$ cat src/rtl/instruction_fetch_unit_pkg.sv
// Shared types and defaults for the instruction fetch unit and its helpers.
package fetch_pkg;

    typedef enum logic [1:0] {
        IDLE = 2'd0,
        REQ  = 2'd1,
        WAIT = 2'd2,
        HOLD = 2'd3
    } fetch_state_t;

    localparam logic [31:0] RESET_PC_DEFAULT   = 32'h0000_0000;
    localparam int unsigned INST_BYTES_DEFAULT = 4;
    localparam logic [1:0]  ALIGN_MASK         = 2'b11;

    function automatic logic is_aligned(input logic [31:0] pc);
        return (pc[1:0] & ALIGN_MASK) == 2'b00;
    endfunction

endpackage

$ cat src/rtl/instruction_fetch_unit_if.sv
// Fetch unit bus bundle: imem request/response, redirect input and decode-side output.
interface instruction_fetch_unit_if;

    logic        imem_req_valid;
    logic        imem_req_ready;
    logic [31:0] imem_req_addr;
    logic        imem_rsp_valid;
    logic [31:0] imem_rsp_data;
    logic        redirect_valid;
    logic [31:0] redirect_pc;
    logic        inst_valid;
    logic        inst_ready;
    logic [31:0] inst_pc;
    logic [31:0] inst_data;
    logic        misaligned_err;

    modport master (
        output imem_req_valid, imem_req_addr,
        input  imem_req_ready, imem_rsp_valid, imem_rsp_data,
        input  redirect_valid, redirect_pc,
        output inst_valid, inst_pc, inst_data, misaligned_err,
        input  inst_ready
    );

    modport slave (
        input  imem_req_valid, imem_req_addr,
        output imem_req_ready, imem_rsp_valid, imem_rsp_data,
        output redirect_valid, redirect_pc,
        input  inst_valid, inst_pc, inst_data, misaligned_err,
        output inst_ready
    );

endinterface

$ cat src/rtl/instruction_fetch_unit_perf_counters.sv
// Free-running fetch/flush event counters, wrapping at 2^32.
module fetch_perf_counters (
    input  logic        clk,
    input  logic        rst_n,
    input  logic        fetch_evt,
    input  logic        flush_evt,
    output logic [31:0] perf_fetched,
    output logic [31:0] perf_flushed
);

    logic [31:0] fetched_q, fetched_d;
    logic [31:0] flushed_q, flushed_d;

    always_ff @(posedge clk or negedge rst_n) begin
        if (!rst_n) begin
            fetched_q <= 32'd0;
            flushed_q <= 32'd0;
        end else begin
            fetched_q <= fetched_d;
            flushed_q <= flushed_d;
        end
    end

    always_comb begin
        fetched_d = fetched_q + {31'd0, fetch_evt};
        flushed_d = flushed_q + {31'd0, flush_evt};
    end

    assign perf_fetched = fetched_q;
    assign perf_flushed = flushed_q;

endmodule

$ cat src/rtl/instruction_fetch_unit.sv
// Instruction fetch unit: owns the PC, keeps one imem request in flight, handles redirects.
// Define FETCH_PERF_CNT_EN to add the perf_fetched / perf_flushed counter outputs.
module instruction_fetch_unit
    import fetch_pkg::*;
#(
    parameter logic [31:0] RESET_PC   = RESET_PC_DEFAULT,
    parameter int unsigned INST_BYTES = INST_BYTES_DEFAULT
) (
    input  logic                      clk,
    input  logic                      rst_n,
    instruction_fetch_unit_if.master  bus
`ifdef FETCH_PERF_CNT_EN
    ,
    output logic [31:0]               perf_fetched,
    output logic [31:0]               perf_flushed
`endif
);

    fetch_state_t state_q, state_d;
    logic [31:0]  pc_q, pc_d;
    logic         discard_q, discard_d;
    logic [31:0]  inst_pc_q, inst_pc_d;
    logic [31:0]  inst_data_q, inst_data_d;
    logic         misaligned_q, misaligned_d;
    logic         redir_ok;

    assign redir_ok = bus.redirect_valid && is_aligned(bus.redirect_pc);

    always_ff @(posedge clk or negedge rst_n) begin
        if (!rst_n) begin
            state_q      <= IDLE;
            pc_q         <= RESET_PC;
            discard_q    <= 1'b0;
            inst_pc_q    <= 32'd0;
            inst_data_q  <= 32'd0;
            misaligned_q <= 1'b0;
        end else begin
            state_q      <= state_d;
            pc_q         <= pc_d;
            discard_q    <= discard_d;
            inst_pc_q    <= inst_pc_d;
            inst_data_q  <= inst_data_d;
            misaligned_q <= misaligned_d;
        end
    end

    always_comb begin
        state_d      = state_q;
        pc_d         = pc_q;
        discard_d    = discard_q;
        inst_pc_d    = inst_pc_q;
        inst_data_d  = inst_data_q;
        misaligned_d = bus.redirect_valid && !is_aligned(bus.redirect_pc);
        if (redir_ok) begin
            pc_d = bus.redirect_pc;
        end
        case (state_q)
            IDLE: state_d = REQ;
            REQ: begin
                if (bus.imem_req_ready) begin
                    state_d = WAIT;
                    // the request already left with the old PC; its response is stale
                    if (redir_ok) discard_d = 1'b1;
                end
            end
            WAIT: begin
                if (bus.imem_rsp_valid) begin
                    discard_d = 1'b0;
                    state_d   = REQ;
                    if (!discard_q && !redir_ok) begin
                        inst_data_d = bus.imem_rsp_data;
                        inst_pc_d   = pc_q;
                        pc_d        = pc_q + 32'(INST_BYTES);
                        state_d     = HOLD;
                    end
                end else if (redir_ok) begin
                    discard_d = 1'b1;
                end
            end
            HOLD: begin
                if (redir_ok || bus.inst_ready) state_d = REQ;
            end
            default: state_d = IDLE;
        endcase
    end

    always_comb begin
        bus.imem_req_valid = (state_q == REQ);
        bus.imem_req_addr  = pc_q;
        bus.inst_valid     = (state_q == HOLD);
        bus.inst_pc        = inst_pc_q;
        bus.inst_data      = inst_data_q;
        bus.misaligned_err = misaligned_q;
    end

`ifdef FETCH_PERF_CNT_EN
    logic fetch_evt;
    logic flush_evt;

    // a flush that coincides with inst_ready is counted as a consumed instruction
    always_comb begin
        fetch_evt = (state_q == HOLD) && bus.inst_ready;
        flush_evt = ((state_q == WAIT) && bus.imem_rsp_valid && (discard_q || redir_ok)) ||
                    ((state_q == HOLD) && redir_ok && !bus.inst_ready);
    end

    fetch_perf_counters u_perf (
        .clk          (clk),
        .rst_n        (rst_n),
        .fetch_evt    (fetch_evt),
        .flush_evt    (flush_evt),
        .perf_fetched (perf_fetched),
        .perf_flushed (perf_flushed)
    );
`endif

endmodule

$ cat src/flat_wrapper.sv
// flat-port wrapper written by rule: the top's interface ports become plain ports
module instruction_fetch_unit_flat import fetch_pkg::*;
#(
    parameter logic [31:0] RESET_PC   = RESET_PC_DEFAULT,
    parameter int unsigned INST_BYTES = INST_BYTES_DEFAULT
)
  (clk, rst_n, bus_imem_req_valid, bus_imem_req_addr, bus_imem_req_ready, bus_imem_rsp_valid, bus_imem_rsp_data, bus_redirect_valid, bus_redirect_pc, bus_inst_valid, bus_inst_pc, bus_inst_data, bus_misaligned_err, bus_inst_ready);
  instruction_fetch_unit_if bus_i ();
  input  logic clk;
  input  logic rst_n;
  output wire logic [$bits(bus_i.imem_req_valid)-1:0] bus_imem_req_valid;
  output wire logic [$bits(bus_i.imem_req_addr)-1:0] bus_imem_req_addr;
  input wire logic [$bits(bus_i.imem_req_ready)-1:0] bus_imem_req_ready;
  input wire logic [$bits(bus_i.imem_rsp_valid)-1:0] bus_imem_rsp_valid;
  input wire logic [$bits(bus_i.imem_rsp_data)-1:0] bus_imem_rsp_data;
  input wire logic [$bits(bus_i.redirect_valid)-1:0] bus_redirect_valid;
  input wire logic [$bits(bus_i.redirect_pc)-1:0] bus_redirect_pc;
  output wire logic [$bits(bus_i.inst_valid)-1:0] bus_inst_valid;
  output wire logic [$bits(bus_i.inst_pc)-1:0] bus_inst_pc;
  output wire logic [$bits(bus_i.inst_data)-1:0] bus_inst_data;
  output wire logic [$bits(bus_i.misaligned_err)-1:0] bus_misaligned_err;
  input wire logic [$bits(bus_i.inst_ready)-1:0] bus_inst_ready;
  assign bus_imem_req_valid = bus_i.imem_req_valid;
  assign bus_imem_req_addr = bus_i.imem_req_addr;
  assign bus_i.imem_req_ready = bus_imem_req_ready;
  assign bus_i.imem_rsp_valid = bus_imem_rsp_valid;
  assign bus_i.imem_rsp_data = bus_imem_rsp_data;
  assign bus_i.redirect_valid = bus_redirect_valid;
  assign bus_i.redirect_pc = bus_redirect_pc;
  assign bus_inst_valid = bus_i.inst_valid;
  assign bus_inst_pc = bus_i.inst_pc;
  assign bus_inst_data = bus_i.inst_data;
  assign bus_misaligned_err = bus_i.misaligned_err;
  assign bus_i.inst_ready = bus_inst_ready;
  instruction_fetch_unit #(.RESET_PC(RESET_PC), .INST_BYTES(INST_BYTES)) u_core (.clk(clk), .rst_n(rst_n), .bus(bus_i));
endmodule
$ cat config.mk
export PLATFORM = sky130hd
export DESIGN_NAME = instruction_fetch_unit_flat
export DESIGN_NICKNAME = d
export VERILOG_FILES = /design/src/rtl/instruction_fetch_unit_pkg.sv /design/src/rtl/instruction_fetch_unit_if.sv /design/src/rtl/instruction_fetch_unit_perf_counters.sv /design/src/rtl/instruction_fetch_unit.sv /design/src/flat_wrapper.sv
export SDC_FILE = /design/constraint.sdc
export NUM_CORES = 1
export LEC_CHECK = 0
export CORE_MARGIN = 3
export CORE_UTILIZATION = 48
export CTS_CLUSTER_SIZE = 8
export DETAILED_ROUTE_END_ITERATION = 7
export PLACE_DENSITY_LB_ADDON = 0.3
export SLEW_MARGIN = 20
export SYNTH_ARGS = -nofsm -noshare
export SYNTH_HDL_FRONTEND = slang
export SYNTH_SLANG_ARGS = --single-unit
export TNS_END_PERCENT = 20
$ cat constraint.sdc
create_clock -name clk -period 5.5 [get_ports clk]
set_clock_uncertainty 0.1 [all_clocks]
set_input_delay 1.1 -clock clk [delete_from_list [all_inputs] [get_ports clk]]
set_output_delay 1.1 -clock clk [all_outputs]
set_load 0.05 [all_outputs]
==> run_1/flops_by_reg.png <==
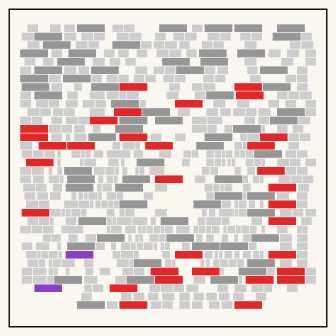
u_core.state_q -> purple  # flops 2
u_core.bus.inst_pc -> red  # flops 32
final core utilization: 0.720
sequential share of cell area: 0.391
Sequential Area: 0.00250 mm2
sequential power: 1150 uW

==> run_1/congestion.png <==
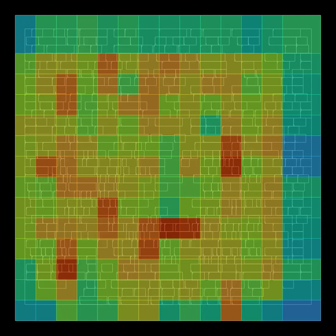
GRT Util Overall: 0.214
GR peak layer: met2

==> run_1/io_placement.png <==
Pins as bars across the die edge, other pins in grey.
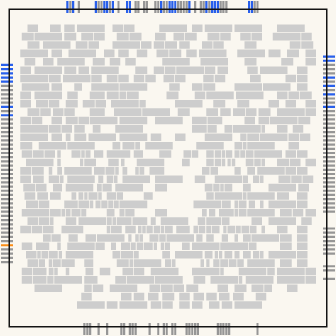
bus_imem_rsp_data -> blue  # pins 32, direction input, edge 19 top, 7 left, 6 right
bus_imem_rsp_valid -> orange  # pins 1, direction input, edge left
all pins by edge = 48 left, 48 right, 46 top, 27 bottom
Port Buffer Count: 168
die extent in y: 102 um
chip width: 102 um

==> results_slide.txt, run 1 <==
Physical Implementation Snapshot

Run
  – Max-cap violation count: 0
  – Log Warnings: 29

Synthesis
  – Ys cells: about 360
  – Syn_nets: about 440
  – Yosys Warn Count: 0
  – Area fraction in mux cells: 0.164
  – Synth area leader: dfrtp_1
  – Post-synthesis cell type count: 39
  – Adder share: 0.0140
  – Synth cell count leaders: dfrtp_1, mux2_2, nand2_1
  – Commonest flop: dfrtp_1
  – Top cells by area: dfrtp_1, mux2_2, a31oi_1, nand2_1, o31ai_1
  – Post-synth regs: ~100
  – Most common cell in the synthesized netlist: dfrtp_1
  – Basic Gates by Area: 0.134
  – Post-synth EDFFs: 0
  – Top cell area share: 0.560
  – Yosys stat area: between 0.004 and 0.005 mm2
  – Seq/Total Area, Yosys: 0.560
  – Logic family by area: multiplexers
  – Area fraction in xor and xnor cells: 0.0216

Pwr
  – P per Cell Area: about 520 mW/mm2
  – Top pwr grp: combinational logic
  – Clock power frac: 0.131
  – Flop pwr share: 0.346
  – Clock group power: approximately 440 uW

Global routing
  – Vias in the first global route: roughly 3,500
  – Met3 usage: 0.0676
  – Overflow after GRT: 0
  – M2 GR Usage: 0.349

Floorplan
  – Ports: approximately 170
  – Placement Rows: 34
  – Tap cells: 108
  – Die ar.: 0.0105 mm2

Detailed routing
  – Post-route ant nets: 0
  – Met2 wire len: between 5 and 6 mm
  – M1 WL: roughly 4.6 mm
  – Via density: between 5 and 6
  – Initial DRC Count: 148
  – Met3 wire length: 1.00 mm
  – Drt first pass iters: 4
  – Vias: roughly 3,500
  – Top sig layer: met4

Final timing
  – Fmax: slightly above 0.3 GHz
  – Unrepaired setup endpoints after global routing: false
  – Post-route setup slack: 2.26 ns
  – Setup TNS: 0 ns
  – Period utilization: 0.590
  – Rel. slew slack: 0.507
  – Worst Max-Slew Pin Slew: 0.740 ns
  – Setup violators final: 0
  – Fin crit period: around 3.2 ns

Place
  – Pre-CTS setup slack: roughly 1.9 ns
  – Post-DP Area: between 0.006 and 0.007 mm2

Worst setup path
  – Cell Chain, Critical Path: clkdlybuf4s50_1, nand3b_4, or4_1, or4_1, a31oi_1
  – Cell mode on critical path: or4_1
  – CP max stage delay: between 0.8 and 0.9 ns
  – Critical Path AT: 3.41 ns
  – Worst EP required: 5.67 ns
  – Buf+Inv Stages, Crit Path: 1
  – Crit Path Class: primary input to flip-flop
  – Crit-path leading delay family: simple AND/OR/NAND/NOR gates

Final layout
  – Flip-flops: about 100
  – Logic cell area: ~0.0018 mm2
  – Top cell category: flip-flops and latches
  – Inverters: 8
  – Final-layout clock buffer total: 10
  – Fillers: approximately 650
  – Comb/total area: 0.288
  – Most numerous logic cells after layout: clkdlybuf4s50_1, dfrtp_1, mux2_2
  – Clock-cell share: 0.0287
  – Nets: 606
  – Final std cells w/o fill: 644

Min path
  – Hold WC Path Type: flip-flop to flip-flop

Clock tree
  – Clk slew on worst S/H paths: 0.09 ns
  – Setup Buffers After CTS: 0
  – # resized after CTS: 0
  – H-Tree Depth: 3
  – CTS root buf: clkbuf_8
  – Clock insertion delay at the later pin of the skew report: 0.35 ns
  – TritonCTS buffer count: 9
  – CTS tree: yes

Status
  – Outcome: finished clean
[run 1: path summary, 6_finish.rpt]
| check | from | to | slack (ns) | cells past startpoint |
|---|---|---|---|---|
| setup / recovery | bus_imem_rsp_valid | u_core.bus.imem_req_addr[27] | 2.26 | 5 |
| hold / removal | u_core.bus.inst_pc[23] | u_core.bus.inst_pc[23] | 0.41 | 1 |
| setup reg to reg | u_core.state_q[0] | u_core.bus.imem_req_addr[27] | 2.74 | 6 |
| hold reg to reg | u_core.bus.inst_pc[23] | u_core.bus.inst_pc[23] | 0.41 | 1 |
| max in group asynchronous | rst_n | u_core.bus.imem_req_addr[1] | 3.56 | 2 |
| min in group asynchronous | rst_n | u_core.bus.imem_req_addr[18] | 0.63 | 1 |
==> run 2: changes to the inputs <==
CORE_UTILIZATION = 44   (was 48)
clock period = 3 ns   (was 5.5 ns; I/O delays follow)
==> run_2/layer_met3.png <==
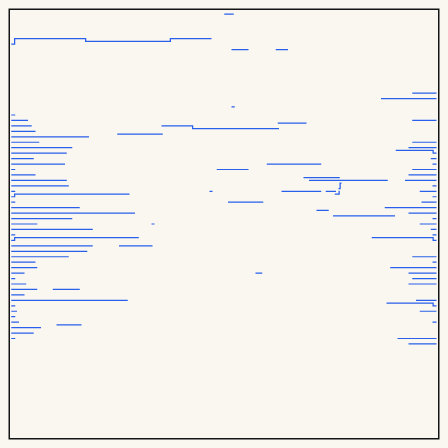
longest straight run = 30.8 um
nets with wire on the layer = 91
share of all routed wire = 7.2%
Routed WL: 11.4 mm
vias: 3,565
met3 usage: 0.0734

==> run 2 against run 1 <==
  * Synthesized area is the same
  * Combinational power grew 83%
  * Wire length grew 3.8%
  * Power grew 89%
  * Largest cell class unchanged
  * Largest power group unchanged
==> results_slide.txt, run 2 <==
Physical Implementation Snapshot

Status
  – Outcome: finished clean

Worst setup path
  – Critical Path AT: 1.91 ns
  – Worst r2r src: u_core.state_q[0]
  – Crit path to: bus_imem_req_valid
  – Flop2flop setup slack: roughly 0.51 ns
  – Worst EP required: ~2.3 ns
  – Buf+Inv Stages, Crit Path: 2
  – CP max stage delay: approximately 0.83 ns
  – Crit path from: u_core.state_q[1]
  – Crit Path Class: flip-flop to primary output
  – R2R depth: 7

Final layout
  – Final core utilization: 0.666
  – Fillers: 827
  – Most numerous logic cells after layout: clkdlybuf4s50_1, dfrtp_1, mux2_2
  – Logic cell area: ~0.0018 mm2
  – Nets: around 600
  – Sequential Area: around 0.0025 mm2

Run
  – Max-cap violation count: 0
  – Log Warnings: 29

Synthesis
  – Top cells by area: dfrtp_1, mux2_2, a31oi_1, nand2_1, o31ai_1
  – Logic family by area: multiplexers
  – Most common cell in the synthesized netlist: dfrtp_1
  – Post-synthesis cell type count: 39
  – Commonest flop: dfrtp_1
  – Post-synth EDFFs: 0
  – Synth area leader: dfrtp_1
  – Top cell area share: 0.560
  – Post-synth regs: 100

Global routing
  – M2 GR Usage: 0.345
  – GRT Util Overall: 0.207
  – Overflow after GRT: 0
  – GR peak layer: met2

Detailed routing
  – Post-route ant nets: 0
  – Drt first pass iters: 5

Final timing
  – Fin crit period: ~2.6 ns
  – Post-route setup slack: 0.393 ns
  – Unrepaired setup endpoints after global routing: false
  – Period utilization: 0.869
  – Fmax: between 0.3 and 0.4 GHz

Floorplan
  – Ports: between 150 and 200
  – Placement Rows: 36

Clock tree
  – Clock insertion delay at the later pin of the skew report: 0.36 ns
  – CTS root buf: clkbuf_8
  – H-Tree Depth: 3
  – TritonCTS buffer count: 9

Pwr
  – Flop pwr share: 0.335
  – Clock power frac: 0.158
  – P per Cell Area: just under 1000 mW/mm2

Place
  – Post-DP Area: between 0.006 and 0.007 mm2
  – Pre-CTS setup slack: approximately 0.15 ns
==> run_2/io_placement.png <==
Pins as bars across the die edge, other pins in grey.
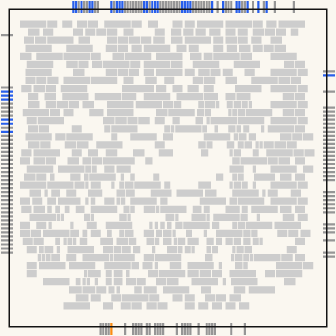
bus_imem_rsp_valid -> orange  # pins 1, direction input, edge bottom
bus_imem_rsp_data -> blue  # pins 32, direction input, edge 25 top, 6 left, 1 right
die extent in y: 107 um
chip width: 107 um

[run 2: cell counts after synthesis]
No cell type changed its count.
[run 2: kinds of logic (layout without fill, tap and decap cells)]
group	after synthesis	after routing
flops	100	100
compound gates	53	53
fa+ha+maj	5	5
xor+xnor	11	11
mux	65	65
buf+inv	24	200
simple gates	106	106
[run 2: layout make-up]
| class | instances | area share |
|---|---|---|
| sequential | 100 | 0.383 |
| multi-input combinational | 240 | 0.282 |
| timing repair buffer | 176 | 0.270 |
| tap | 133 | 0.0255 |
| clock buffer | 10 | 0.0211 |
| clock inverter | 6 | 0.0144 |
| inverter | 8 | 0.00459 |
[run 2: layer usage]
metal,up-vias,share of wire
met3,11,0.072
met2,120,0.52
li1,1675,-
met5,-,0
met4,0,0.012
met1,1759,0.40
No activity file was given, so power comes from the tool's default toggle rates.
